<file path="src/rtl/sonar_ranger.sv">
// -----------------------------------------------------------------------------
// sonar_ranger
//
// Periodic driver for an HC-SR04 style ultrasonic ranger. Every PERIOD_CYCLES
// clocks it fires a TRIG_CYCLES wide trigger pulse, times the returning echo
// pulse in whole centimetres (CYC_PER_CM clocks per cm), and reports a moving
// average over 2^AVG_LOG2 accepted samples.
//
// Ports
//   clk        in   system clock, all logic on the rising edge
//   rst_n      in   asynchronous active-low reset
//   enable     in   level; 1 = keep running measurement cycles
//   echo       in   asynchronous echo line from the sensor
//   trig       out  trigger pulse to the sensor
//   distance   out  averaged distance in cm
//   dist_valid out  one-cycle pulse: distance and in_range just updated
//   in_range   out  last accepted distance lies in [MIN_CM, MAX_CM]
//   timeout    out  one-cycle pulse: the current measurement was aborted
//   busy       out  high whenever the FSM is not in IDLE
//
// Result signalling: there is no back-pressure. dist_valid and timeout are
// single-cycle strobes that are never high together; distance/in_range are
// held between strobes and may be sampled at any time.
// -----------------------------------------------------------------------------
module sonar_ranger #(
    parameter int CLK_HZ        = 25_000_000,
    parameter int TRIG_CYCLES   = 275,
    parameter int PERIOD_CYCLES = 1_048_576,
    parameter int CYC_PER_CM    = 1450,
    parameter int ECHO_WAIT_MAX = 50_000,
    parameter int DIST_W        = 9,
    parameter int MIN_CM        = 2,
    parameter int MAX_CM        = 400,
    parameter int AVG_LOG2      = 0
) (
    input  logic              clk,
    input  logic              rst_n,
    input  logic              enable,
    input  logic              echo,
    output logic              trig,
    output logic [DIST_W-1:0] distance,
    output logic              dist_valid,
    output logic              in_range,
    output logic              timeout,
    output logic              busy
);

    // One shared counter serves as trigger-width timer, echo-wait timer and
    // cm prescaler, so it must hold the largest of the three limits.
    localparam int CNT_MAX_A = (TRIG_CYCLES > ECHO_WAIT_MAX) ? TRIG_CYCLES : ECHO_WAIT_MAX;
    localparam int CNT_MAX   = (CNT_MAX_A > CYC_PER_CM) ? CNT_MAX_A : CYC_PER_CM;
    localparam int CNT_W     = $clog2(CNT_MAX + 1);
    localparam int PER_W     = $clog2(PERIOD_CYCLES + 1);
    localparam int DEPTH     = 1 << AVG_LOG2;
    localparam int PTR_W     = (AVG_LOG2 > 0) ? AVG_LOG2 : 1;
    localparam int NSLOT     = 1 << PTR_W;
    localparam int SUM_W     = DIST_W + AVG_LOG2;

    localparam logic [CNT_W-1:0]  TRIG_LAST = CNT_W'(TRIG_CYCLES - 1);
    localparam logic [CNT_W-1:0]  WAIT_LAST = CNT_W'(ECHO_WAIT_MAX - 1);
    localparam logic [CNT_W-1:0]  CPC_LAST  = CNT_W'(CYC_PER_CM - 1);
    localparam logic [PER_W-1:0]  PER_LAST  = PER_W'(PERIOD_CYCLES - 1);
    localparam logic [DIST_W-1:0] CM_SAT    = {DIST_W{1'b1}};
    localparam logic [DIST_W-1:0] MIN_V     = DIST_W'(MIN_CM);
    localparam logic [DIST_W-1:0] MAX_V     = DIST_W'(MAX_CM);
    localparam logic [PTR_W-1:0]  PTR_LAST  = PTR_W'(DEPTH - 1);

    // CLK_HZ is documentation only.
    localparam logic [31:0] CLK_HZ_BITS = CLK_HZ;
    logic clk_hz_unused;
    assign clk_hz_unused = ^CLK_HZ_BITS;

    typedef enum logic [2:0] {
        ST_IDLE      = 3'd0,
        ST_TRIG      = 3'd1,
        ST_WAIT_ECHO = 3'd2,
        ST_MEASURE   = 3'd3,
        ST_HOLDOFF   = 3'd4
    } state_t;

    // ---------------------------------------------------------------- state
    state_t              state_q, state_d;
    logic                echo_meta_q, echo_meta_d;
    logic                echo_s_q, echo_s_d;
    logic                echo_prev_q, echo_prev_d;
    logic [PER_W-1:0]    period_q, period_d;
    logic [CNT_W-1:0]    cnt_q, cnt_d;
    logic [DIST_W-1:0]   cm_q, cm_d;
    logic                timeout_q, timeout_d;
    logic                smp_vld_q, smp_vld_d;
    logic [DIST_W-1:0]   smp_q, smp_d;

    logic [DIST_W-1:0]   buf_q [NSLOT];
    logic [DIST_W-1:0]   buf_d [NSLOT];
    logic [SUM_W-1:0]    sum_q, sum_d;
    logic [PTR_W-1:0]    wr_q, wr_d;
    logic                filled_q, filled_d;
    logic [DIST_W-1:0]   distance_q, distance_d;
    logic                in_range_q, in_range_d;
    logic                dist_valid_q, dist_valid_d;

    logic echo_rise;
    logic echo_fall;
    logic period_last;
    logic [PTR_W-1:0] wr_next;

    // ------------------------------------------------------- synchronizer
    always_comb begin
        echo_meta_d = echo;
        echo_s_d    = echo_meta_q;
        echo_prev_d = echo_s_q;
    end

    assign echo_rise   = echo_s_q & ~echo_prev_q;
    assign echo_fall   = ~echo_s_q & echo_prev_q;
    assign period_last = (period_q == PER_LAST);

    // ------------------------------------------------------------------ FSM
    always_comb begin
        state_d   = state_q;
        period_d  = period_q + 1'b1;
        cnt_d     = cnt_q;
        cm_d      = cm_q;
        timeout_d = 1'b0;
        smp_vld_d = 1'b0;
        smp_d     = smp_q;

        case (state_q)
            ST_IDLE: begin
                period_d = '0;
                cnt_d    = '0;
                if (enable) begin
                    state_d = ST_TRIG;
                end
            end

            ST_TRIG: begin
                cnt_d = cnt_q + 1'b1;
                if (period_last) begin
                    state_d   = ST_HOLDOFF;
                    timeout_d = 1'b1;
                end else if (cnt_q == TRIG_LAST) begin
                    state_d = ST_WAIT_ECHO;
                    cnt_d   = '0;
                end
            end

            ST_WAIT_ECHO: begin
                cnt_d = cnt_q + 1'b1;
                if (period_last) begin
                    state_d   = ST_HOLDOFF;
                    timeout_d = 1'b1;
                end else if (echo_rise) begin
                    // The rising-edge cycle is itself the first high cycle of
                    // the echo, so it is counted as the first prescaler step.
                    state_d = ST_MEASURE;
                    if (CYC_PER_CM == 1) begin
                        cnt_d = '0;
                        cm_d  = DIST_W'(1);
                    end else begin
                        cnt_d = CNT_W'(1);
                        cm_d  = '0;
                    end
                end else if (cnt_q == WAIT_LAST) begin
                    state_d   = ST_HOLDOFF;
                    timeout_d = 1'b1;
                end
            end

            ST_MEASURE: begin
                if (period_last || (cm_q == CM_SAT)) begin
                    state_d   = ST_HOLDOFF;
                    timeout_d = 1'b1;
                end else if (echo_fall) begin
                    state_d   = ST_HOLDOFF;
                    smp_vld_d = 1'b1;
                    smp_d     = cm_q;
                end else if (cnt_q == CPC_LAST) begin
                    cnt_d = '0;
                    cm_d  = cm_q + 1'b1;
                end else begin
                    cnt_d = cnt_q + 1'b1;
                end
            end

            ST_HOLDOFF: begin
                if (period_last) begin
                    if (enable) begin
                        state_d  = ST_TRIG;
                        period_d = '0;
                        cnt_d    = '0;
                    end else begin
                        state_d = ST_IDLE;
                    end
                end
            end

            default: begin
                state_d = ST_IDLE;
            end
        endcase
    end

    // ------------------------------------------------- averaging datapath
    assign wr_next = (wr_q == PTR_LAST) ? '0 : wr_q + 1'b1;

    always_comb begin
        buf_d        = buf_q;
        sum_d        = sum_q;
        wr_d         = wr_q;
        filled_d     = filled_q;
        distance_d   = distance_q;
        in_range_d   = in_range_q;
        dist_valid_d = 1'b0;

        if (smp_vld_q) begin
            if (!filled_q) begin
                // First sample after reset primes the whole window so the
                // average starts at the real value instead of ramping from 0.
                for (int i = 0; i < DEPTH; i++) begin
                    buf_d[i] = smp_q;
                end
                sum_d    = SUM_W'(smp_q) << AVG_LOG2;
                filled_d = 1'b1;
            end else begin
                buf_d[wr_q] = smp_q;
                sum_d       = sum_q - SUM_W'(buf_q[wr_q]) + SUM_W'(smp_q);
            end
            wr_d         = wr_next;
            distance_d   = DIST_W'(sum_d >> AVG_LOG2);
            in_range_d   = (distance_d >= MIN_V) && (distance_d <= MAX_V);
            dist_valid_d = 1'b1;
        end else if (timeout_d) begin
            in_range_d = 1'b0;
        end
    end

    // ------------------------------------------------------------ registers
    always_ff @(posedge clk or negedge rst_n) begin
        if (!rst_n) begin
            state_q      <= ST_IDLE;
            echo_meta_q  <= 1'b0;
            echo_s_q     <= 1'b0;
            echo_prev_q  <= 1'b0;
            period_q     <= '0;
            cnt_q        <= '0;
            cm_q         <= '0;
            timeout_q    <= 1'b0;
            smp_vld_q    <= 1'b0;
            smp_q        <= '0;
            for (int i = 0; i < NSLOT; i++) begin
                buf_q[i] <= '0;
            end
            sum_q        <= '0;
            wr_q         <= '0;
            filled_q     <= 1'b0;
            distance_q   <= '0;
            in_range_q   <= 1'b0;
            dist_valid_q <= 1'b0;
        end else begin
            state_q      <= state_d;
            echo_meta_q  <= echo_meta_d;
            echo_s_q     <= echo_s_d;
            echo_prev_q  <= echo_prev_d;
            period_q     <= period_d;
            cnt_q        <= cnt_d;
            cm_q         <= cm_d;
            timeout_q    <= timeout_d;
            smp_vld_q    <= smp_vld_d;
            smp_q        <= smp_d;
            buf_q        <= buf_d;
            sum_q        <= sum_d;
            wr_q         <= wr_d;
            filled_q     <= filled_d;
            distance_q   <= distance_d;
            in_range_q   <= in_range_d;
            dist_valid_q <= dist_valid_d;
        end
    end

    // -------------------------------------------------------------- outputs
    assign trig       = (state_q == ST_TRIG);
    assign busy       = (state_q != ST_IDLE);
    assign distance   = distance_q;
    assign dist_valid = dist_valid_q;
    assign in_range   = in_range_q;
    assign timeout    = timeout_q;

endmodule

</file>
<file path="config.mk">
export PLATFORM = sky130hd
export DESIGN_NAME = sonar_ranger
export DESIGN_NICKNAME = d
export VERILOG_FILES = /design/src/rtl/sonar_ranger.sv
export SDC_FILE = /design/constraint.sdc
export NUM_CORES = 1
export LEC_CHECK = 0
export CORE_ASPECT_RATIO = 0.75
export CORE_MARGIN = 5
export CORE_UTILIZATION = 35
export DETAILED_ROUTE_END_ITERATION = 16
export HOLD_SLACK_MARGIN = 0.08
export PLACE_DENSITY = 0.58
export SYNTH_ARGS = -nofsm -noshare
export SYNTH_HDL_FRONTEND = slang
export SYNTH_SLANG_ARGS = --single-unit
</file>
<file path="constraint.sdc">
create_clock -name clk -period 2.6 [get_ports clk]
set_input_delay 0.78 -clock clk [delete_from_list [all_inputs] [get_ports clk]]
set_output_delay 0.78 -clock clk [all_outputs]
set_load 0.05 [all_outputs]
</file>
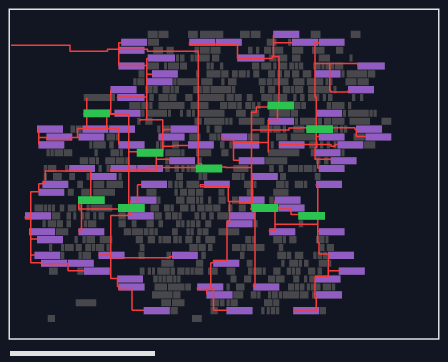
*Clock distribution*
The bar under the picture is 50 um long.
legend:
  flip-flops:
    color: purple
    count: 84
  clock wires:
    color: red
    length: 1150 um
  clock-net drivers:
    color: green
    count: 9
flops lie: spread over the die
routed clock nets: 10

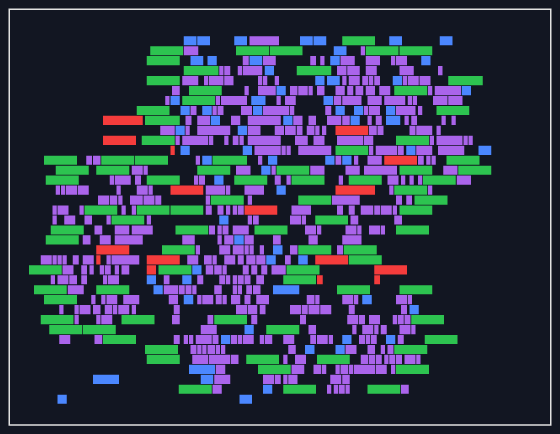
*Cells colored by class*
legend:
  remaining logic cells:
    color: purple
    cells: 417
    share_of_their_area: 49%
  registers:
    color: green
    cells: 84
    share_of_their_area: 36%
  clock drivers and dummy loads:
    color: red
    cells: 16
    share_of_their_area: 5.2%
  remaining buffers and delay cells:
    color: blue
    cells: 70
    share_of_their_area: 10%
# rows: 37
Core ar.: 13800 um2
Final Core Density: 44.6%

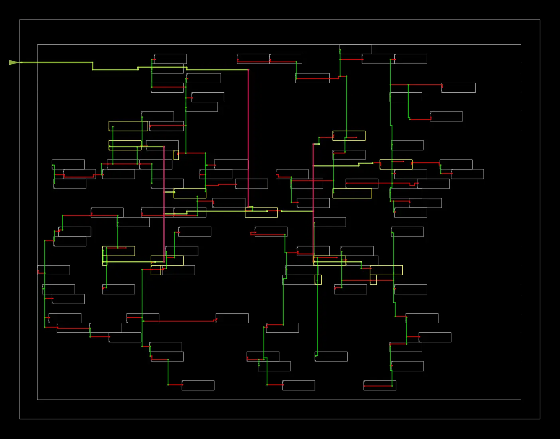
*Clock wiring as the flow saved it*
Num CTS Buffers: 9
worst skew pair latency: 0.33 ns
Final Skew: 0.00990 ns
P_clk: 1.35 mW

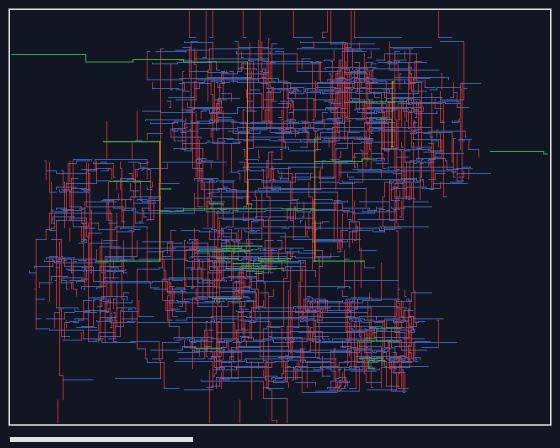
*Wiring by layer*
The bar under the picture is 50 um long.
legend:
  M2:
    color: red
    wire_length: 5130 um
  M4:
    color: orange
    wire_length: 122 um
  M1:
    color: blue
    wire_length: 5810 um
  M3:
    color: green
    wire_length: 362 um

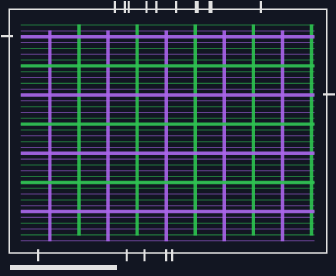
*Supply network*
The bar under the picture is 50 um long. Pins as bars on the die edge.
legend:
  VDD:
    color: green
  VSS:
    color: purple
met4 straps: 10
met5 straps: 7
rows: 37
met1 rails: 38

==> CHANGELOG.md <==
### Metrics

- Flop share of the area: 34.3%
- Failing checks: negative setup slack
- Yosys top cell by area: dfrtp_1
- Netlist Area Pre-Place: 4960 um2
- Tool Warnings: 31
- Yosys reg bits: 84
- Detailed Route WL: 11.4 mm
- Post-Syn Area per Cell: 9.53 um2
- PD cells: 1020 nW/um2
- Post-Synth AOI/OAI Area: 13.0%
- I/O pins: 18
- Post-synth top cells: dfrtp_1 (84), nor2_1 (54), nand2_1 (46), inv_1 (43), nand3_1 (31)
- Worst relative slew slack: 37.8%
- DR WL met2: 5.13 mm
- Top non-seq family: simple AND/OR/NAND/NOR gates
- VDD IR max: 354 uV
- Power Internal: 3.81 mW
- Vias in the first global route: 3886
- Max-cap viol count: 0
- Dominant register cell: dfrtp_1
- Total track usage: 14.1%
- Iter 0 DRT Violations: 252
- DR pass1 iterations: 4
- Crit path max-delay family: AND-OR/OR-AND gates
- Final Worst Setup Slack: -0.130 ns
- Met3 wire len: 362 um
- Logic share of the area: 44.7%
- Min Tclk post-route: 2.73 ns
- Leading cell kind: multi-input combinational cells
- R2r startpoint: buf_q[10]$_DFFE_PN0P_
- Maximum number of pins on one net before global-route repair: 50
- Top Registers: period_q: 21 flops, cnt_q: 16 flops
- Non-clk bufs: 70
- Antenna cells: 0
- IO Port Bufs: 17
- Crit start category: flip-flop
- Area fraction in mux cells: 3.55%
- CP max FO: 3
- Peak Freq: 0.366 GHz
- Final hold violations: 0
- Hold slack: 0.386 ns
- Top-area cell share: 42.3%
- Nets at Floorplan: 548
- Yosys chip area: 4960 um2
- Busiest layer in global routing: met2
- Outcome: finished with violations
- Total negative slack: -0.239 ns
- Max Root-Sink Buffers: 2
- Post_cts resized: 8
- Dpl hpwl: 8.27 mm
- Slowest-stage cell, CP: fa_1
- Unique cell type count in the Yosys netlist: 68
- Simple-Gate Area Share: 23.5%
- Vias post-DR: 3936
- Worst-path clk slew: 0.06 ns
- # setup viols final: 2
- R2R setup slack: -0.13 ns
- Register Area: 2110 um2
- RSZ-0062 raised after global routing: true
- Type of the tightest min-delay check: reg -> reg
- Final Max Slew Viols: 0
- Clock buffers: 11
- Crit. Startpoint: buf_q[10]$_DFFE_PN0P_
- DR DRC count: 0
- Synth Instances: 521
- Tap Count: 175
- Leak: 2.69 nW
- YS warnings: 0
- Max incr delay on CP: 0.57 ns
- Crit Path Class: reg -> reg
- Vias per std cell: 5.17
- Fp_density: 36.0%
- CTS root buf: clkbuf_16
- Arrival time worst endpoint: 3.01 ns
- Crit path depth: 10
- Post-route non-filler standard cell count: 762
- RePlAce Congestion: 0.884
- Net Sw Power: 2.46 mW
- Sw frac: 39.2%
- Yosys cell count: 521
- Grt total ovfl: 0
- Nets: 609
- Total power: 6.26 mW
- Sequential cells: 84
- Hold EP: echo_prev_d$_DFF_PN0_
- CTS tree: yes
Power and IR drop assume default switching activity.
